File: config.mk
export PLATFORM = sky130hd
export DESIGN_NAME = dif_rr_merge_flat
export DESIGN_NICKNAME = d
export VERILOG_FILES = /design/src/rtl/dif_rr_merge_if.sv /design/src/rtl/dif_rr_merge.sv /design/src/flat_wrapper.sv
export SDC_FILE = /design/constraint.sdc
export NUM_CORES = 1
export LEC_CHECK = 0
export CAP_MARGIN = 20
export CORE_UTILIZATION = 30
export CTS_CLUSTER_SIZE = 30
export DETAILED_ROUTE_END_ITERATION = 8
export GPL_TIMING_DRIVEN = 0
export PLACE_DENSITY_LB_ADDON = 0.12
export REMOVE_ABC_BUFFERS = 1
export SLEW_MARGIN = 10
export SYNTH_ARGS = -nofsm -noshare
export SYNTH_HDL_FRONTEND = slang
export SYNTH_SLANG_ARGS = --single-unit
File: constraint.sdc
create_clock -name clk -period 3.8 [get_ports clk]
set_clock_uncertainty 0.2 [all_clocks]
set_input_delay 0.76 -clock clk [delete_from_list [all_inputs] [get_ports clk]]
set_output_delay 0.76 -clock clk [all_outputs]
set_load 0.01 [all_outputs]
File: src/rtl/dif_rr_merge_if.sv
// -----------------------------------------------------------------------------
// dif_rr_merge_if
//   Bundle of the N-channel producer side and the single merged consumer side
//   of dif_rr_merge.
//   master : the environment (producers drive i_*, consumer drives o_ready)
//   slave  : the merger itself
// Signals
//   i_data  [NCH*DWd]  channel c occupies bits [c*DWd +: DWd]
//   i_valid [NCH]      per-channel valid
//   i_ready [NCH]      per-channel ready (that channel's FIFO is not full)
//   o_data  [DWd]      merged data word
//   o_ch    [CWd]      source channel of o_data
//   o_valid            merged output valid
//   o_ready            consumer ready
//   o_cnt   [NCH*KWd]  per-channel FIFO occupancy (debug)
// -----------------------------------------------------------------------------
interface dif_rr_merge_if #(
  parameter int DWd   = 16,
  parameter int NCH   = 4,
  parameter int DEPTH = 4
);
  localparam int CWd = $clog2(NCH);
  localparam int KWd = $clog2(DEPTH) + 1;

  logic [NCH*DWd-1:0] i_data;
  logic [NCH-1:0]     i_valid;
  logic [NCH-1:0]     i_ready;
  logic [DWd-1:0]     o_data;
  logic [CWd-1:0]     o_ch;
  logic               o_valid;
  logic               o_ready;
  logic [NCH*KWd-1:0] o_cnt;

  modport master (
    output i_data, i_valid, o_ready,
    input  i_ready, o_data, o_ch, o_valid, o_cnt
  );

  modport slave (
    input  i_data, i_valid, o_ready,
    output i_ready, o_data, o_ch, o_valid, o_cnt
  );
endinterface

File: src/rtl/dif_rr_merge.sv
// -----------------------------------------------------------------------------
// dif_rr_merge
//   N-channel valid/ready merger. Every input channel has its own FIFO; an
//   arbiter (round robin or fixed priority) drains the FIFOs into a single
//   registered output stage which tags each word with its source channel.
// Parameters
//   DWd    data width per word
//   NCH    number of input channels (>= 2)
//   DEPTH  per-channel FIFO depth in words (power of 2, >= 2)
//   MODE   0 = round robin, 1 = fixed priority (lowest index wins)
// Ports
//   clk    clock, all state on the rising edge
//   rst    synchronous reset, active high
//   bus    dif_rr_merge_if.slave : i_data/i_valid/i_ready per channel,
//          o_data/o_ch/o_valid/o_ready merged output, o_cnt debug occupancy
// -----------------------------------------------------------------------------
module dif_rr_merge #(
  parameter int DWd   = 16,
  parameter int NCH   = 4,
  parameter int DEPTH = 4,
  parameter int MODE  = 0
) (
  input  logic           clk,
  input  logic           rst,
  dif_rr_merge_if.slave  bus
);

  localparam int CWd = $clog2(NCH);
  localparam int AWd = $clog2(DEPTH);
  localparam int KWd = AWd + 1;

  if (DEPTH < 2 || (DEPTH & (DEPTH - 1)) != 0) begin : g_depth_chk
    $error("dif_rr_merge: DEPTH must be a power of 2 and >= 2");
  end
  if (NCH < 2) begin : g_nch_chk
    $error("dif_rr_merge: NCH must be >= 2");
  end

  // Per-channel FIFO state
  logic [DWd-1:0] mem    [NCH][DEPTH];
  logic [AWd-1:0] wr_ptr [NCH];
  logic [AWd-1:0] rd_ptr [NCH];
  logic [KWd-1:0] cnt    [NCH];

  logic [NCH-1:0] ready;
  logic [NCH-1:0] push;
  logic [NCH-1:0] pop;
  logic [NCH-1:0] nonempty;

  // Arbiter / output stage
  logic [CWd-1:0] last;
  logic [CWd-1:0] grant;
  logic           grant_vld;
  logic           load_en;
  logic [DWd-1:0] head;

  logic           o_valid_q;
  logic [DWd-1:0] o_data_q;
  logic [CWd-1:0] o_ch_q;

  // The output register may take a new word when empty or being consumed.
  assign load_en = !o_valid_q || bus.o_ready;

  for (genvar c = 0; c < NCH; c++) begin : g_ch
    // Ready comes from the registered count only, so a full channel stays
    // not-ready in the cycle it is popped and reopens one cycle later.
    assign ready[c]    = (cnt[c] != KWd'(DEPTH));
    assign nonempty[c] = (cnt[c] != '0);
    assign push[c]     = bus.i_valid[c] && ready[c];
    assign pop[c]      = load_en && grant_vld && (grant == CWd'(c));

    assign bus.i_ready[c]              = ready[c];
    assign bus.o_cnt[c*KWd +: KWd]     = cnt[c];
  end

  // Arbiter: looks at FIFO occupancy only, never at i_valid.
  // Both searches run from the lowest-priority candidate to the highest so
  // the last hit, i.e. the highest-priority non-empty channel, is kept.
  always_comb begin
    // NOTE: every always_comb output gets a default before any branch, so no
    // path leaves a value unassigned and no latch is inferred.
    grant     = '0;
    grant_vld = 1'b0;
    if (MODE == 1) begin
      for (int i = NCH - 1; i >= 0; i--) begin
        if (nonempty[i]) begin
          grant     = CWd'(i);
          grant_vld = 1'b1;
        end
      end
    end else begin
      // Offsets NCH down to 1 from the last grant: offset 1 (last+1) is best.
      for (int i = NCH; i >= 1; i--) begin
        if (nonempty[(int'(last) + i) % NCH]) begin
          grant     = CWd'((int'(last) + i) % NCH);
          grant_vld = 1'b1;
        end
      end
    end
  end

  assign head = mem[grant][rd_ptr[grant]];

  // FIFO storage
  // NOTE: the data array has no reset; validity is tracked by the reset
  // pointers and counts, and leaving it out keeps it mappable to RAM.
  always_ff @(posedge clk) begin
    for (int c = 0; c < NCH; c++) begin
      if (push[c]) begin
        mem[c][wr_ptr[c]] <= bus.i_data[c*DWd +: DWd];
      end
    end
  end

  // FIFO control and output register
  // NOTE: all sequential state uses non-blocking assignments so every
  // register samples the values from before the edge.
  always_ff @(posedge clk) begin
    if (rst) begin
      for (int c = 0; c < NCH; c++) begin
        wr_ptr[c] <= '0;
        rd_ptr[c] <= '0;
        cnt[c]    <= '0;
      end
      last      <= CWd'(NCH - 1);
      o_valid_q <= 1'b0;
      o_data_q  <= '0;
      o_ch_q    <= '0;
    end else begin
      for (int c = 0; c < NCH; c++) begin
        if (push[c]) wr_ptr[c] <= wr_ptr[c] + 1'b1;
        if (pop[c])  rd_ptr[c] <= rd_ptr[c] + 1'b1;
        case ({push[c], pop[c]})
          2'b10:   cnt[c] <= cnt[c] + 1'b1;
          2'b01:   cnt[c] <= cnt[c] - 1'b1;
          default: cnt[c] <= cnt[c];
        endcase
      end

      if (load_en) begin
        if (grant_vld) begin
          o_valid_q <= 1'b1;
          o_data_q  <= head;
          o_ch_q    <= grant;
          last      <= grant;
        end else begin
          o_valid_q <= 1'b0;
        end
      end
    end
  end

  assign bus.o_valid = o_valid_q;
  assign bus.o_data  = o_data_q;
  assign bus.o_ch    = o_ch_q;

endmodule

File: src/flat_wrapper.sv
// flat-port wrapper written by rule: the top's interface ports become plain ports
module dif_rr_merge_flat 
#(
  parameter int DWd   = 16,
  parameter int NCH   = 4,
  parameter int DEPTH = 4,
  parameter int MODE  = 0
)
  (clk, rst, bus_i_data, bus_i_valid, bus_o_ready, bus_i_ready, bus_o_data, bus_o_ch, bus_o_valid, bus_o_cnt);
  dif_rr_merge_if #(.DWd(DWd), .NCH(NCH), .DEPTH(DEPTH)) bus_i ();
  input  logic clk;
  input  logic rst;
  input wire logic [$bits(bus_i.i_data)-1:0] bus_i_data;
  input wire logic [$bits(bus_i.i_valid)-1:0] bus_i_valid;
  input wire logic [$bits(bus_i.o_ready)-1:0] bus_o_ready;
  output wire logic [$bits(bus_i.i_ready)-1:0] bus_i_ready;
  output wire logic [$bits(bus_i.o_data)-1:0] bus_o_data;
  output wire logic [$bits(bus_i.o_ch)-1:0] bus_o_ch;
  output wire logic [$bits(bus_i.o_valid)-1:0] bus_o_valid;
  output wire logic [$bits(bus_i.o_cnt)-1:0] bus_o_cnt;
  assign bus_i.i_data = bus_i_data;
  assign bus_i.i_valid = bus_i_valid;
  assign bus_i.o_ready = bus_o_ready;
  assign bus_i_ready = bus_i.i_ready;
  assign bus_o_data = bus_i.o_data;
  assign bus_o_ch = bus_i.o_ch;
  assign bus_o_valid = bus_i.o_valid;
  assign bus_o_cnt = bus_i.o_cnt;
  dif_rr_merge #(.DWd(DWd), .NCH(NCH), .DEPTH(DEPTH), .MODE(MODE)) u_core (.clk(clk), .rst(rst), .bus(bus_i));
endmodule
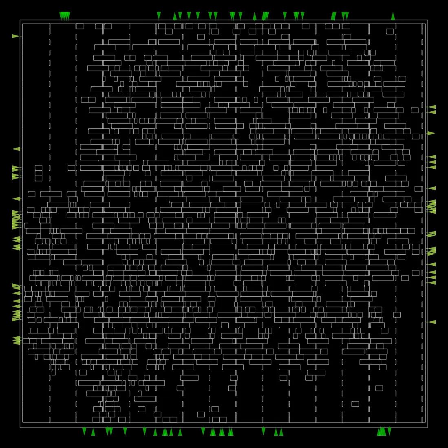
*Cell outlines without signal wires, run 1*
fin util: 38.6%
Std-Cell Core Area: 43200 um^2
number of well taps: 585

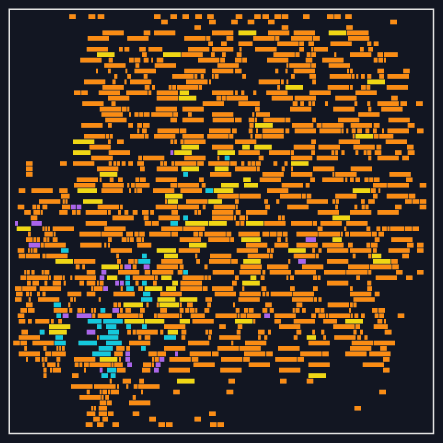
*Sizing map, run 1*
(2 px per um)
| colour | size | cells | share |
|---|---|---|---|
| orange | drive 1 or less | 967 | 88% |
| purple | drive 2 | 28 | 2.5% |
| cyan | drive 3 to 4 | 38 | 3.4% |
| yellow | drive 6 and up | 70 | 6.3% |
area added between synthesis and finish: 26.6%
post-route setup slack: 0.171 ns
Buffers, non-clock: 145

==> run notes, run 1 <==
flow finished, numbers: outcome=completed, root buf cell=sky130_fd_sc_hd__clkbuf_16, largest class=registers, number of synthesis warnings=0, Synth top area share=64.8%, DR DRC count=0, Clock Path Buffers=3, cell type with the largest total area=sky130_fd_sc_hd__edfxtp_1, post-layout min period=3.63 ns, data arrival time of the worst path=3.68 ns, most common cell after layout, fill and taps aside=sky130_fd_sc_hd__edfxtp_1, count of port buffers added during placement=approximately 110, post-synth area from yosys stat=13200 um^2, tool warning count=43, asr flop ratio synth=0%, # clk buffers=56, relative max-transition margin=38.7%, count of instantiated cells in the yosys netlist=962, violation count after the first detailed-route iteration=621, most instantiated logic cells after routing=284 x sky130_fd_sc_hd__edfxtp_1, 104 x sky130_fd_sc_hd__clkdlybuf4s50_1, 69 x sky130_fd_sc_hd__nand3_1, Worst Path Buf+Inv=2, clock buffers created by TritonCTS=36, element type at the critical path start=flop, critical path class=flop to flop, dominant register cell in the synthesized netlist=sky130_fd_sc_hd__edfxtp_1, FF-to-FF setup slack=~0.17 ns, clock buffer and inverter area fraction after layout=about 7%, TritonRoute pass-1 iters=5, number of hold buffers added after CTS=0, pin slew with the least headroom to its limit=about 0.92 ns, multi-input gate area in the final layout=4060 um^2
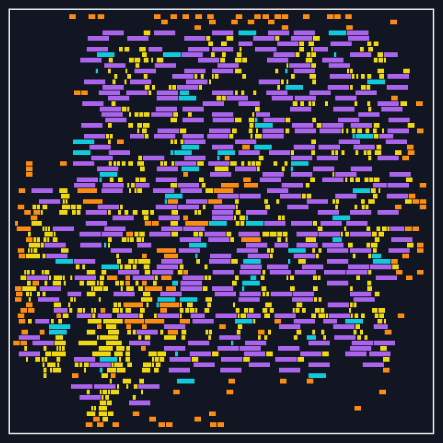
*Placement by cell class, run 1*
(2 px per um)
| colour | class | cells |
|---|---|---|
| orange | other buffers and delay cells | 145 |
| cyan | clock drivers and dummy loads | 64 |
| yellow | all other logic | 589 |
| purple | flip-flops | 305 |
sequential portion of the cell area: 53.7%
# rows: 76
design area: 16700 um^2

## run 1: path summary, 6_finish.rpt
path / start / to / cells past startpoint
setup / recovery: u_core.cnt[2][2] / u_core.cnt[1][2] / 13
hold / removal: u_core.bus.o_ch[1] / u_core.bus.o_ch[1] / 2
setup reg to reg: u_core.cnt[2][2] / u_core.cnt[1][2] / 13
hold reg to reg: u_core.bus.o_ch[1] / u_core.bus.o_ch[1] / 2
## run 1: registers in the layout (all words and copies together) (netlist names)
name	flops
u_core.bus.o_ch	2
u_core.bus.o_data	16
u_core.bus.o_valid	1
u_core.cnt	12
u_core.last	2
u_core.mem	256
u_core.rd_ptr	8
u_core.wr_ptr	8
## run 1: power breakdown
| group | internal, W | switching (W) |
|---|---|---|
| logic | 0.00331 | 0.00521 |
| registers | 0.00429 | 0.000293 |
| clock network | 0.00201 | 0.00134 |
## run 1: cells by family (layout without fill, tap and decap cells)
logic type	count (synthesis)	count (layout)	synth area share, %
xor gates and xnor gates	9	9	0.599
AOI/OAI and AO/OA	202	205	11.2
muxes	33	33	2.51
and+or+nand+nor	286	287	11.5
buffers and inverters	97	234	3.17
adders and majority gates	30	30	3.03
DFF	305	305	68.0
## run 1: timing repair
action	CTS	global route
gates cloned	4	4
gates resized	11	13
pin swaps	6	2
setup buffers	9	7
setup endpoints to repair	40	4
## run 1: layer usage
layer	wire (um)	GRT usage, %
met1	19600	25.5
met2	20100	30.7
met3	2440	3.68
met4	684	4.32
met5	26	0
## run 1: per-stage QoR
stage                     setup WS, ns  std cells  power, W  setup TNS (ns)
after detailed placement        -0.981       1603    0.0124          -21.59
after global placement           -6.26       1580    0.0108         -325.31
after CTS                      0.00682       1678    0.0162               0
final                            0.171       1688    0.0164               0
after floorplan                  -2.17        890   0.00906          -83.88
after global routing           -0.0176       1688    0.0174         -0.0176
### Signal wires on met3, run 1

(1 px per um)
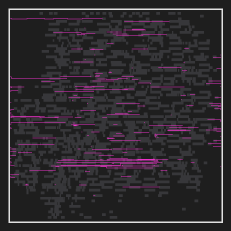

## Run 2: what changed since run 1
- REMOVE_ABC_BUFFERS: 1 -> unset
- SETUP_SLACK_MARGIN: unset -> 0.15
- clock period: 3.8 -> 4.48 ns (I/O delays scaled with it)
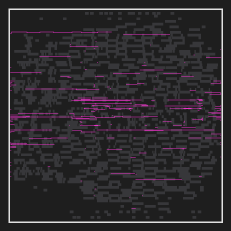
*Signal wires on met3, run 2*
(1 px per um)
wire length on this layer: 1960 um
longest straight run: 117 um
main direction: horizontal
nets with wire on the layer: 122
share of all routed wire: 4.7%
overall via count from detail_route: 8737
global routing usage on met3: 3.19%
total length of routed wires: 41.7 mm

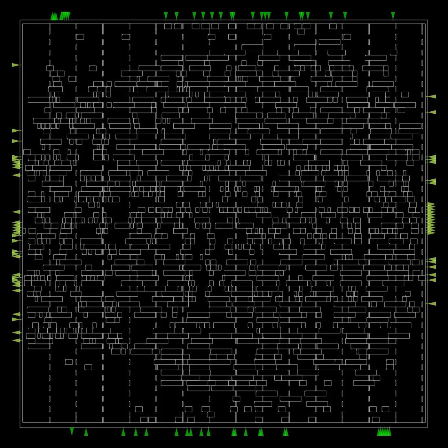
*Cell outlines without signal wires, run 2*
fill cell instance count of the final layout: 4279
sequential portion of the cell area: 55.9%
count of placed standard cells in the final layout, fillers left out: 1712
FFs & Latches: 305
fin util: 37.1%

==> run 2 against run 1 <==
Net effect: sequential cell count did not move; cell count increased by 1.4%; design area is 3.9% lower; die area did not move; first-iteration DRC count is 6.8% lower; critical path type unchanged; highest routed layer is now met4.
==> run notes, run 2 <==
flow finished, numbers: outcome=completed, Overall Power=0.0133 W (-19%), Worst Path Buf+Inv=5 (+3), minimum setup slack after placement=0.00111 ns (+0.982 ns), most common cell after layout, fill and taps aside=sky130_fd_sc_hd__edfxtp_1, Std-Cell Core Area=43200 um^2 (unchanged), post-route setup slack=0.441 ns (+0.271 ns), share of total power in the clock network=20.4% (about the same), relative max-transition margin=33.2% (-5.4 points), TritonRoute pass-1 iters=5 (unchanged), number of well taps=585 (unchanged), final-layout setup total negative slack=0 ns (unchanged), largest class=registers, sequential logic power=0.00387 W (-16%), pin slew with the least headroom to its limit=1.00 ns (+0.0814 ns), asr flop ratio synth=0% (unchanged), power in the clock group=0.00272 W (-19%), root buf cell=sky130_fd_sc_hd__clkbuf_16, Synth top area share=64.8% (unchanged), DP Cell Count=1651 (+3.0%), Sw Pwr=0.00585 W (-14%), post-layout min period=4.04 ns (+0.409 ns), element type at the critical path start=flop
## run 2: netlist changes by cell type in the layout (fill, tap and decap cells not counted), moves of 6 or more
cell	change
sky130_fd_sc_hd__and3_1	+11
sky130_fd_sc_hd__and3_2	-11
sky130_fd_sc_hd__buf_16	-9
sky130_fd_sc_hd__buf_2	+21
sky130_fd_sc_hd__buf_4	-10
sky130_fd_sc_hd__buf_8	-6
sky130_fd_sc_hd__clkbuf_1	+30
## run 2: per-layer routing
metal / track usage, % / vias up / share of wire, %
met5: 0 / - / 0
met3: 3.19 / 69 / 4.7
met2: 31.9 / 244 / 48
li1: - / 4048 / -
met4: 7.15 / 0 / 3.5
met1: 24.3 / 4376 / 43
## run 2: cells by family (layout without fill, tap and decap cells)
kind of cell	Yosys count	after routing	share of synthesized area (%)
AND-OR/OR-AND	202	202	11.2
XOR/XNOR	9	9	0.599
adder cells (fa/ha/maj)	30	30	3.03
buffers and inverters	97	262	3.17
flip-flops	305	305	68.0
multiplexers	33	33	2.51
AND/OR/NAND/NOR	286	286	11.5
## run 2: per-stage QoR
| stage | util [%] | instance area [um^2] | hold WS (ns) |
|---|---|---|---|
| finish | 37.1 | 16000 | 0.260 |
| global route | 37.1 | 16000 | 0.302 |
| CTS | 37.0 | 16000 | 0.261 |
| detailed placement | 34.6 | 14900 | 0.251 |
| global placement | 34.6 | 14900 | 0.253 |
| floorplan | - | 13200 | 0.281 |
## run 2: path summary, 6_finish.rpt
check	from	endpoint	slack, ns	depth (start not counted)
max	u_core.cnt[3][0]	u_core.cnt[1][2]	0.44	17
min reg2reg	u_core.bus.o_ch[1]	u_core.bus.o_ch[1]	0.26	2
max reg2reg	u_core.cnt[3][0]	u_core.cnt[1][2]	0.44	17
min	u_core.bus.o_ch[1]	u_core.bus.o_ch[1]	0.26	2
## Run 3: what changed since run 2
- HOLD_SLACK_MARGIN: unset -> 0.08
- SKIP_LAST_GASP: unset -> 1
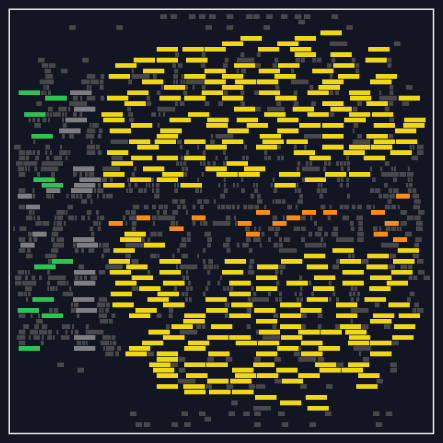
*Where the registers sit, run 3*
(2 px per um) Other sequential cells in the stronger grey, the rest of the logic in the fainter grey.
| colour | name in the netlist | sequential cells |
|---|---|---|
| yellow | u_core.mem | 256 |
| green | u_core.cnt | 12 |
| orange | u_core.bus.o_data | 16 |
not coloured: 21
register cell area after layout: 8950 um^2
sequential logic power: 0.00387 W

==> run 3 against run 2 <==
Net effect: power is the same; routed wire length is the same; register-to-register slack is essentially flat; clock power is essentially flat; combinational power is essentially flat; synthesized area is the same; global-route usage is the same; die area is the same; sequential share of layout area is the same.
==> run notes, run 3 <==
flow finished, numbers: asr flop ratio synth=0% (unchanged), relative max-transition margin=33.2% (unchanged), most common cell after layout, fill and taps aside=sky130_fd_sc_hd__edfxtp_1, clock buffers created by TritonCTS=36, worst hold slack across all endpoints=0.260 ns (unchanged), Std-Cell Core Area=43200 um^2 (unchanged), setup violators final=0, root buf cell=sky130_fd_sc_hd__clkbuf_16, number of nets produced by synthesis=1063, pin slew with the least headroom to its limit=1.00 ns (unchanged), simple-gate share of the synthesized area=11.5% (unchanged), Overall Power=0.0133 W (unchanged), Worst Reg-to-Reg Cells=17 (unchanged), source-to-sink clock delay at the later pin of the worst-skew pair=0.53 ns, worst hold path depth=2 (unchanged), post-layout min period=4.04 ns (unchanged), element type at the critical path start=flop, worst flop-to-flop path startpoint=u_core.cnt[3][0], data arrival time of the worst path=4.10 ns, FF-to-FF setup slack=0.44 ns (about the same), fa+ha+maj area frac=3.03% (unchanged), Post-Synth XOR/XNOR Area=0.599% (unchanged), number of synthesis warnings=0, multiplexer area fraction after synthesis=2.51% (unchanged), overall via count from detail_route=8737 (unchanged), final-layout setup total negative slack=0 ns (unchanged), startpoint of the lowest-slack hold path=u_core.bus.o_ch[1], outcome=completed, fin util=37.1% (unchanged), Synth top area share=64.8% (unchanged), capture instance of the worst register-to-register path=u_core.cnt[1][2], Worst Hold Path EP=u_core.bus.o_ch[1], total length of routed wires=41.7 mm (unchanged), post-synthesis compound-gate area fraction=11.2% (unchanged), Hold Vio Cnt, Final=0
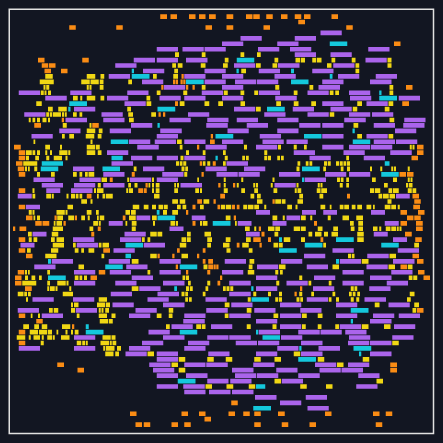
*Placement by cell class, run 3*
(2 px per um)
| colour | class | cells |
|---|---|---|
| purple | flip-flops | 305 |
| yellow | all other logic | 585 |
| cyan | clock drivers and dummy loads | 62 |
| orange | other buffers and delay cells | 175 |
design area: 16000 um^2

run 3: cell counts after synthesis:
No cell type changed its count.
run 3: how the worst max path moves through the flow:
stage | from | endpoint | cells past startpoint
CTS | u_core.cnt[3][0] | u_core.cnt[1][2] | 17
finish | u_core.cnt[3][0] | u_core.cnt[1][2] | 17
floorplan | u_core.cnt[3][0] | u_core.cnt[1][2] | 17
detailed placement | u_core.cnt[3][0] | u_core.cnt[1][2] | 16
global route | u_core.cnt[3][0] | u_core.cnt[0][2] | 15
global placement | u_core.cnt[3][0] | u_core.cnt[1][2] | 16
run 3: through the flow:
stage | setup slack, ns | cell area [um^2] | instances
2_1_floorplan | 0.862 | 13200 | 962
3_3_place_gp | 0.0523 | 14900 | 1651
3_5_place_dp | 0.00111 | 14900 | 1651
4_1_cts | 0.207 | 16000 | 1712
5_1_grt | 0.107 | 16000 | 1712
6_report | 0.441 | 16000 | 1712
run 3: power by group:
part,switching (W),total (W),internal (W)
Sequential,0.000233,0.00387,0.00364
Combinational,0.00446,0.00672,0.00226
Clock,0.00116,0.00272,0.00156
Total,0.00585,0.0133,0.00745
run 3: repair_timing:
action	4_1_cts	5_1_grt
resized	2	7
buffers inserted	0	1
pin swaps	0	1
setup endpoints to repair	2	4
run 3: area by class of cell:
cell class / instances / area, um^2
Clock inverter: 16 / 118
Buffer: 70 / 323
Fill cell: 4279 / 27200
Sequential cell: 305 / 8950
Tap cell: 585 / 732
Timing Repair Buffer: 105 / 1050
Clock buffer: 46 / 948
Inverter: 25 / 93.8
Multi-Input combinational cell: 560 / 3790
run 3: metal layers:
| metal | routed length (um) | GRT usage, % |
|---|---|---|
| met1 | 18100 | 24.3 |
| met2 | 20200 | 31.9 |
| met3 | 1960 | 3.19 |
| met4 | 1470 | 7.15 |
| met5 | 0 | 0 |
Power figures rest on the tool's default switching activity, not on a simulated workload.
